`src/rtl/uart_tx_fifo_pkg.sv`:
```
// uart_pkg: shared types for the UART transmit FIFO front end.
// Exports: UART_DW, tx_fifo_state_t, clog2().
package uart_pkg;

  localparam int UART_DW = 8;

  typedef enum logic [1:0] {
    IDLE,
    WAIT_ACK,
    WAIT_DONE
  } tx_fifo_state_t;

  function automatic int clog2(input int v);
    int r;
    r = 0;
    while ((1 << r) < v) r++;
    return r;
  endfunction

endpackage

```
`src/rtl/uart_tx_fifo_if.sv`:
```
// uart_tx_fifo_if: producer push side, status flags, uart_send handshake.
// master = environment (producer + uart_send), slave = uart_tx_fifo.
interface uart_tx_fifo_if
  import uart_pkg::*;
#(
  parameter int DEPTH = 16
) ();

  localparam int LW = clog2(DEPTH) + 1;

  logic               wr_en;
  logic [UART_DW-1:0] wr_data;
  logic               full;
  logic               empty;
  logic [LW-1:0]      level;
  logic               ovf;
  logic               ack_err;
  logic               uart_en;
  logic [UART_DW-1:0] uart_din;
  logic               uart_tx_busy;

  modport master (
    output wr_en, wr_data, uart_tx_busy,
    input  full, empty, level, ovf,
    input  ack_err, uart_en, uart_din
  );

  modport slave (
    input  wr_en, wr_data, uart_tx_busy,
    output full, empty, level, ovf,
    output ack_err, uart_en, uart_din
  );

endinterface

```
`src/rtl/uart_tx_fifo_sync_fifo_byte.sv`:
```
// sync_fifo_byte: power-of-two byte FIFO with registered level and sticky ovf.
// Ports: clk_i/rst_i, push_i/din_i, pop_i/dout_o, full_o, empty_o, level_o, ovf_o.
module sync_fifo_byte
  import uart_pkg::*;
#(
  parameter int DEPTH = 16,
  localparam int AW = clog2(DEPTH),
  localparam int LW = AW + 1
) (
  input  logic               clk_i,
  input  logic               rst_i,
  input  logic               push_i,
  input  logic [UART_DW-1:0] din_i,
  input  logic               pop_i,
  output logic [UART_DW-1:0] dout_o,
  output logic               full_o,
  output logic               empty_o,
  output logic [LW-1:0]      level_o,
  output logic               ovf_o
);

  logic [UART_DW-1:0] mem_q [DEPTH];
  logic [AW-1:0]      wr_ptr_q;
  logic [AW-1:0]      rd_ptr_q;
  logic [LW-1:0]      level_q;
  logic [LW-1:0]      level_d;
  logic               ovf_q;
  logic               do_push;
  logic               do_pop;

  // full comes from the registered level, so a push
  // while full is dropped even if a pop frees a slot.
  assign full_o  = (level_q == LW'(DEPTH));
  assign empty_o = (level_q == '0);
  assign level_o = level_q;
  assign ovf_o   = ovf_q;
  assign dout_o  = mem_q[rd_ptr_q];

  assign do_push = push_i && !full_o;
  assign do_pop  = pop_i && !empty_o;

  always_comb begin
    level_d = level_q;
    if (do_push && !do_pop)
      level_d = level_q + LW'(1);
    else if (do_pop && !do_push)
      level_d = level_q - LW'(1);
  end

  always_ff @(posedge clk_i) begin
    if (rst_i) begin
      wr_ptr_q <= '0;
      rd_ptr_q <= '0;
      level_q  <= '0;
      ovf_q    <= 1'b0;
    end else begin
      if (do_push)
        wr_ptr_q <= wr_ptr_q + AW'(1);
      if (do_pop)
        rd_ptr_q <= rd_ptr_q + AW'(1);
      if (push_i && full_o)
        ovf_q <= 1'b1;
      level_q <= level_d;
    end
  end

  always_ff @(posedge clk_i) begin
    if (do_push)
      mem_q[wr_ptr_q] <= din_i;
  end

endmodule

```
`src/rtl/uart_tx_fifo.sv`:
```
// uart_tx_fifo: buffers pushed bytes and launches them one at a time to uart_send.
// Ports: sys_clk, sys_rst (sync, active-high), bus (uart_tx_fifo_if.slave).
module uart_tx_fifo
  import uart_pkg::*;
#(
  parameter int DEPTH       = 16,
  parameter int ACK_TIMEOUT = 4
) (
  input  logic             sys_clk,
  input  logic             sys_rst,
  uart_tx_fifo_if.slave    bus
);

  localparam int LW = clog2(DEPTH) + 1;

  logic [UART_DW-1:0] head;
  logic               fifo_full;
  logic               fifo_empty;
  logic [LW-1:0]      fifo_level;
  logic               fifo_ovf;
  logic               pop;

  tx_fifo_state_t     state_q;
  logic [7:0]         timer_q;
  logic               uart_en_q;
  logic [UART_DW-1:0] din_q;
  logic               ack_err_q;

  assign pop = (state_q == IDLE) && !fifo_empty && !bus.uart_tx_busy;

  sync_fifo_byte #(
    .DEPTH (DEPTH)
  ) u_fifo (
    .clk_i   (sys_clk),
    .rst_i   (sys_rst),
    .push_i  (bus.wr_en),
    .din_i   (bus.wr_data),
    .pop_i   (pop),
    .dout_o  (head),
    .full_o  (fifo_full),
    .empty_o (fifo_empty),
    .level_o (fifo_level),
    .ovf_o   (fifo_ovf)
  );

  assign bus.full     = fifo_full;
  assign bus.empty    = fifo_empty;
  assign bus.level    = fifo_level;
  assign bus.ovf      = fifo_ovf;
  assign bus.ack_err  = ack_err_q;
  assign bus.uart_en  = uart_en_q;
  assign bus.uart_din = din_q;

  // A launch that never sees busy rise is counted as
  // consumed; the byte is not retried.
  always_ff @(posedge sys_clk) begin
    if (sys_rst) begin
      state_q   <= IDLE;
      timer_q   <= '0;
      uart_en_q <= 1'b0;
      din_q     <= '0;
      ack_err_q <= 1'b0;
    end else begin
      unique case (state_q)
        IDLE: begin
          uart_en_q <= pop;
          if (pop) begin
            din_q   <= head;
            timer_q <= '0;
            state_q <= WAIT_ACK;
          end
        end
        WAIT_ACK: begin
          uart_en_q <= 1'b0;
          if (bus.uart_tx_busy) begin
            state_q <= WAIT_DONE;
          end else if (timer_q == 8'(ACK_TIMEOUT - 1)) begin
            ack_err_q <= 1'b1;
            state_q   <= IDLE;
          end else begin
            timer_q <= timer_q + 8'd1;
          end
        end
        WAIT_DONE: begin
          uart_en_q <= 1'b0;
          if (!bus.uart_tx_busy)
            state_q <= IDLE;
        end
        default: begin
          uart_en_q <= 1'b0;
          state_q   <= IDLE;
        end
      endcase
    end
  end

endmodule

```
`src/flat_wrapper.sv`:
```
// flat-port wrapper written by rule: the top's interface ports become plain ports
module uart_tx_fifo_flat import uart_pkg::*;
#(
  parameter int DEPTH       = 16,
  parameter int ACK_TIMEOUT = 4
)
  (sys_clk, sys_rst, bus_wr_en, bus_wr_data, bus_uart_tx_busy, bus_full, bus_empty, bus_level, bus_ovf, bus_ack_err, bus_uart_en, bus_uart_din);
  uart_tx_fifo_if #(.DEPTH(DEPTH)) bus_i ();
  input  logic sys_clk;
  input  logic sys_rst;
  input wire logic [$bits(bus_i.wr_en)-1:0] bus_wr_en;
  input wire logic [$bits(bus_i.wr_data)-1:0] bus_wr_data;
  input wire logic [$bits(bus_i.uart_tx_busy)-1:0] bus_uart_tx_busy;
  output wire logic [$bits(bus_i.full)-1:0] bus_full;
  output wire logic [$bits(bus_i.empty)-1:0] bus_empty;
  output wire logic [$bits(bus_i.level)-1:0] bus_level;
  output wire logic [$bits(bus_i.ovf)-1:0] bus_ovf;
  output wire logic [$bits(bus_i.ack_err)-1:0] bus_ack_err;
  output wire logic [$bits(bus_i.uart_en)-1:0] bus_uart_en;
  output wire logic [$bits(bus_i.uart_din)-1:0] bus_uart_din;
  assign bus_i.wr_en = bus_wr_en;
  assign bus_i.wr_data = bus_wr_data;
  assign bus_i.uart_tx_busy = bus_uart_tx_busy;
  assign bus_full = bus_i.full;
  assign bus_empty = bus_i.empty;
  assign bus_level = bus_i.level;
  assign bus_ovf = bus_i.ovf;
  assign bus_ack_err = bus_i.ack_err;
  assign bus_uart_en = bus_i.uart_en;
  assign bus_uart_din = bus_i.uart_din;
  uart_tx_fifo #(.DEPTH(DEPTH), .ACK_TIMEOUT(ACK_TIMEOUT)) u_core (.sys_clk(sys_clk), .sys_rst(sys_rst), .bus(bus_i));
endmodule
```
`config.mk`:
```
export PLATFORM = sky130hd
export DESIGN_NAME = uart_tx_fifo_flat
export DESIGN_NICKNAME = d
export VERILOG_FILES = /design/src/rtl/uart_tx_fifo_pkg.sv /design/src/rtl/uart_tx_fifo_if.sv /design/src/rtl/uart_tx_fifo_sync_fifo_byte.sv /design/src/rtl/uart_tx_fifo.sv /design/src/flat_wrapper.sv
export SDC_FILE = /design/constraint.sdc
export NUM_CORES = 1
export LEC_CHECK = 0
export CAP_MARGIN = 0
export CORE_ASPECT_RATIO = 1.5
export CORE_MARGIN = 2
export CORE_UTILIZATION = 23
export CTS_CLUSTER_DIAMETER = 100
export DETAILED_ROUTE_END_ITERATION = 16
export PLACE_DENSITY = 0.37
export SLEW_MARGIN = 25
export SYNTH_ARGS = -nofsm -noshare
export SYNTH_HDL_FRONTEND = slang
export SYNTH_SLANG_ARGS = --single-unit
```
`constraint.sdc`:
```
create_clock -name sys_clk -period 3.01 [get_ports sys_clk]
set_input_delay 0.301 -clock sys_clk [delete_from_list [all_inputs] [get_ports sys_clk]]
set_output_delay 0.301 -clock sys_clk [all_outputs]
set_load 0.005 [all_outputs]
```
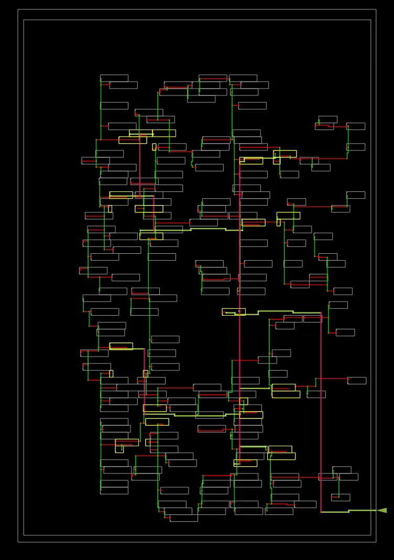
(images/clock_nets.png)
clock-net power: 2200 uW
Worst-Skew Late Latency: 430 ps
CTS buffer count: 17

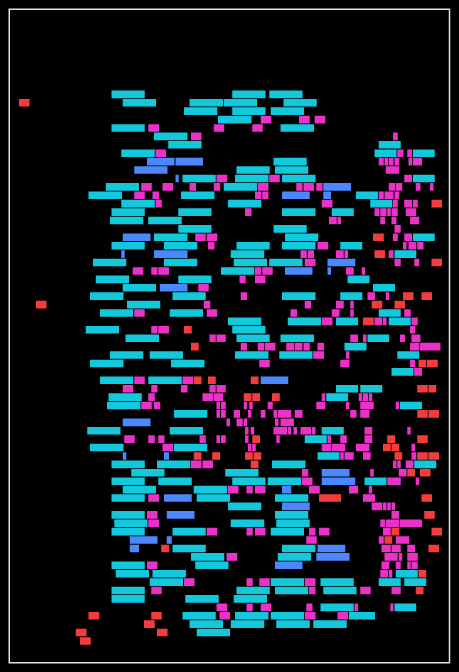
(images/class_map.png)
clock drivers and dummy loads -> blue  # cells 30
remaining buffers and delay cells -> red  # cells 56
remaining logic cells -> magenta  # cells 265
registers -> cyan  # cells 162

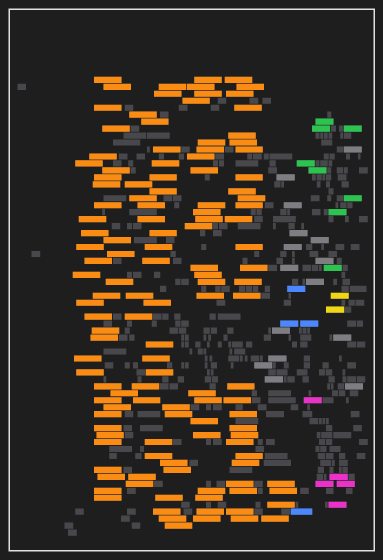
(images/ff_map.png)
u_core.u_fifo.level_o -> magenta  # flops 5, where south-east
u_core.u_fifo.mem_q -> orange  # flops 128
u_core.timer_q -> green  # flops 8
u_core.state_q -> yellow  # flops 2
u_core.u_fifo.rd_ptr_q -> blue  # flops 4, where east
not colored = 15

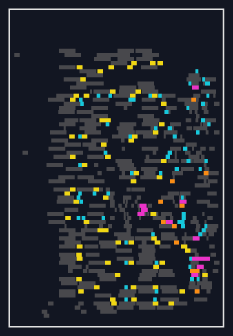
(images/gates.png)
aoi and oai cells -> cyan  # cells 64
xor and xnor cells -> orange  # cells 11
fa/ha/maj cells -> magenta  # cells 11
mux cells -> yellow  # cells 68

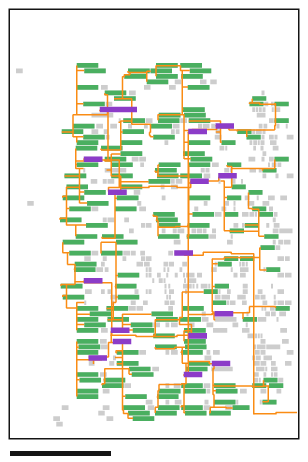
(images/clock_wires.png)
The bar under the picture is 50 um long.
flip-flops -> green  # count 162
clock-net drivers -> purple  # count 17
clock wires -> orange  # length 2010 um
routed clock nets = 18

==> Slide: Implementation Results <==
Run Summary

CTS
  • CTS Hold Buffers Added: 0
  • CTS tree: built
  • Number of clock sinks: 162
  • Post-CTS setup buffer count: 0

Final timing
  • Hold violation count in the final report: 0
  • Final period util: 0.913
  • Worst hold slack: 445 ps
  • Final setup violation count: 0
  • Final TNS setup: 0 ps
  • Post-layout minimum cycle time: 2750 ps
  • Max-slew violation count: 0
  • Min setup slack post-route: 262 ps
  • Layout Skew: 9.11 ps
  • Max Freq: 364 MHz

Place
  • Final weighted congestion of routability-driven global placement: 0.729
  • # placed instances: 829
  • Port buffer count: 29
  • Post-detailed-placement half-perimeter wirelength: 11000 um

Critical path
  • Setup slack on the worst flop-to-flop path: 260 ps
  • Data required time at the worst endpoint: 3330 ps
  • Worst Path Class, Setup: flop to flop
  • Reg-to-reg endpoint: u_core.u_fifo.level_o[4]
  • Crit. Startpoint: u_core.u_fifo.level_o[2]
  • Critical Path Start Type: flop
  • Logic depth of the worst register-to-register path: 10
  • Cell repeated most along the worst path: sky130_fd_sc_hd__inv_1

Drt
  • Number of DRC violations after detailed routing: 0
  • Routed wire length per instance: 18.6 um
  • Count of routing violations after the opening detailed-route iteration: 218

Hold path
  • Worst hold path class: flop to flop

Die
  • Row Count: 75
  • Total die size: 0.0299 mm^2
  • Die Width: 142 um
  • Pre-Place Util: 0.234

Run status
  • Run status: completed

Pwr
  • P_sw: 1630 uW
  • Switching part of the total: 0.265
  • Pint: 4510 uW
  • Power per Cell Area: 769 mW/mm^2

Global route
  • Global-route wire length before repair: 24000 um
  • Overall track demand over capacity in global routing: 0.113

Yosys
  • FFs w/ async S/R, synth: 0
  • Syn. warnings: 0

Layout
  • Flip-flop count of the largest register after layout: 128
  • Top cell excl fill/tap: sky130_fd_sc_hd__edfxtp_1

Flow run
  • Tally of max-capacitance violations: 0
==> kinds of logic after synthesis <==
group | share of synthesized area
AND-OR/OR-AND | 0.0671
XOR/XNOR | 0.0147
adder cells (fa/ha/maj) | 0.0221
buffers and inverters | 0.0223
flip-flops | 0.689
multiplexers | 0.104
AND/OR/NAND/NOR | 0.0805
==> power groups by stage <==
stage                     sequential, uW  clock [uW]  combinational [uW]
after floorplan                     2710           0                 728
after global placement              2740           0                1250
after detailed placement            2750           0                1260
after CTS                           2700        2270                1270
after global routing                2720        2340                1390
final                               2700        2200                1240
==> how the worst min path moves through the flow <==
stage                            start                   endpoint  slack [ps]  cells after the start
floorplan               bus_wr_data[0]  u_core.u_fifo.mem_q[0][0]         400                      0
global placement    u_core.bus.ack_err         u_core.bus.ack_err         440                      2
detailed placement  u_core.bus.ack_err         u_core.bus.ack_err         440                      2
CTS                 u_core.bus.ack_err         u_core.bus.ack_err         450                      2
global route        u_core.bus.ack_err         u_core.bus.ack_err         470                      2
finish              u_core.bus.ack_err         u_core.bus.ack_err         450                      2
==> layout make-up <==
type / instances / area (um^2) / share of cell area
clock inverter: 12 / 166 / 0.0209
clock buffer: 18 / 429 / 0.0538
sequential: 162 / 4530 / 0.568
inverter: 6 / 22.5 / 0.00282
tap: 346 / 433 / 0.0543
timing repair buffer: 56 / 505 / 0.0634
multi-input combinational: 259 / 1890 / 0.237
==> routing by layer <==
metal  up-vias  wire (um)  global-route usage
met5         -          0                   0
met4         0        262              0.0434
met3        15        479              0.0238
li1       1837          -                   -
met1      1872       6510               0.123
met2        52       8700               0.211
==> synth_stat cells (2+ instances only) <==
master                     number  share of area
sky130_fd_sc_hd__inv_1          6         0.0034
sky130_fd_sc_hd__nand2_1       10         0.0057
sky130_fd_sc_hd__o22ai_1       32          0.031
sky130_fd_sc_hd__dfxtp_1       34           0.10
sky130_fd_sc_hd__or3_1          3         0.0029
sky130_fd_sc_hd__nor4_1         9         0.0086
sky130_fd_sc_hd__or3b_2         3         0.0040
sky130_fd_sc_hd__o211ai_1       4         0.0046
sky130_fd_sc_hd__ha_1          10          0.019
sky130_fd_sc_hd__or4_1          2         0.0023
sky130_fd_sc_hd__mux2i_1       67           0.10
sky130_fd_sc_hd__and3_1         4         0.0038
sky130_fd_sc_hd__xnor2_1        4         0.0053
sky130_fd_sc_hd__a21o_1         2         0.0023
sky130_fd_sc_hd__edfxtp_1     128           0.59
sky130_fd_sc_hd__xor2_1         7         0.0093
sky130_fd_sc_hd__a31oi_1        3         0.0029
sky130_fd_sc_hd__buf_2         12         0.0092
sky130_fd_sc_hd__buf_1          2         0.0011
sky130_fd_sc_hd__nand3_1       11         0.0084
sky130_fd_sc_hd__a21boi_0       2         0.0023
sky130_fd_sc_hd__a211oi_1       8         0.0092
sky130_fd_sc_hd__nand2b_1       3         0.0029
sky130_fd_sc_hd__nand3b_1       4         0.0046
sky130_fd_sc_hd__a21oi_1       11         0.0084
sky130_fd_sc_hd__nor3_1         7         0.0053
sky130_fd_sc_hd__nor2_1        39          0.022
sky130_fd_sc_hd__clkbuf_1      12         0.0069
Power is estimated from default activity; no workload was simulated.
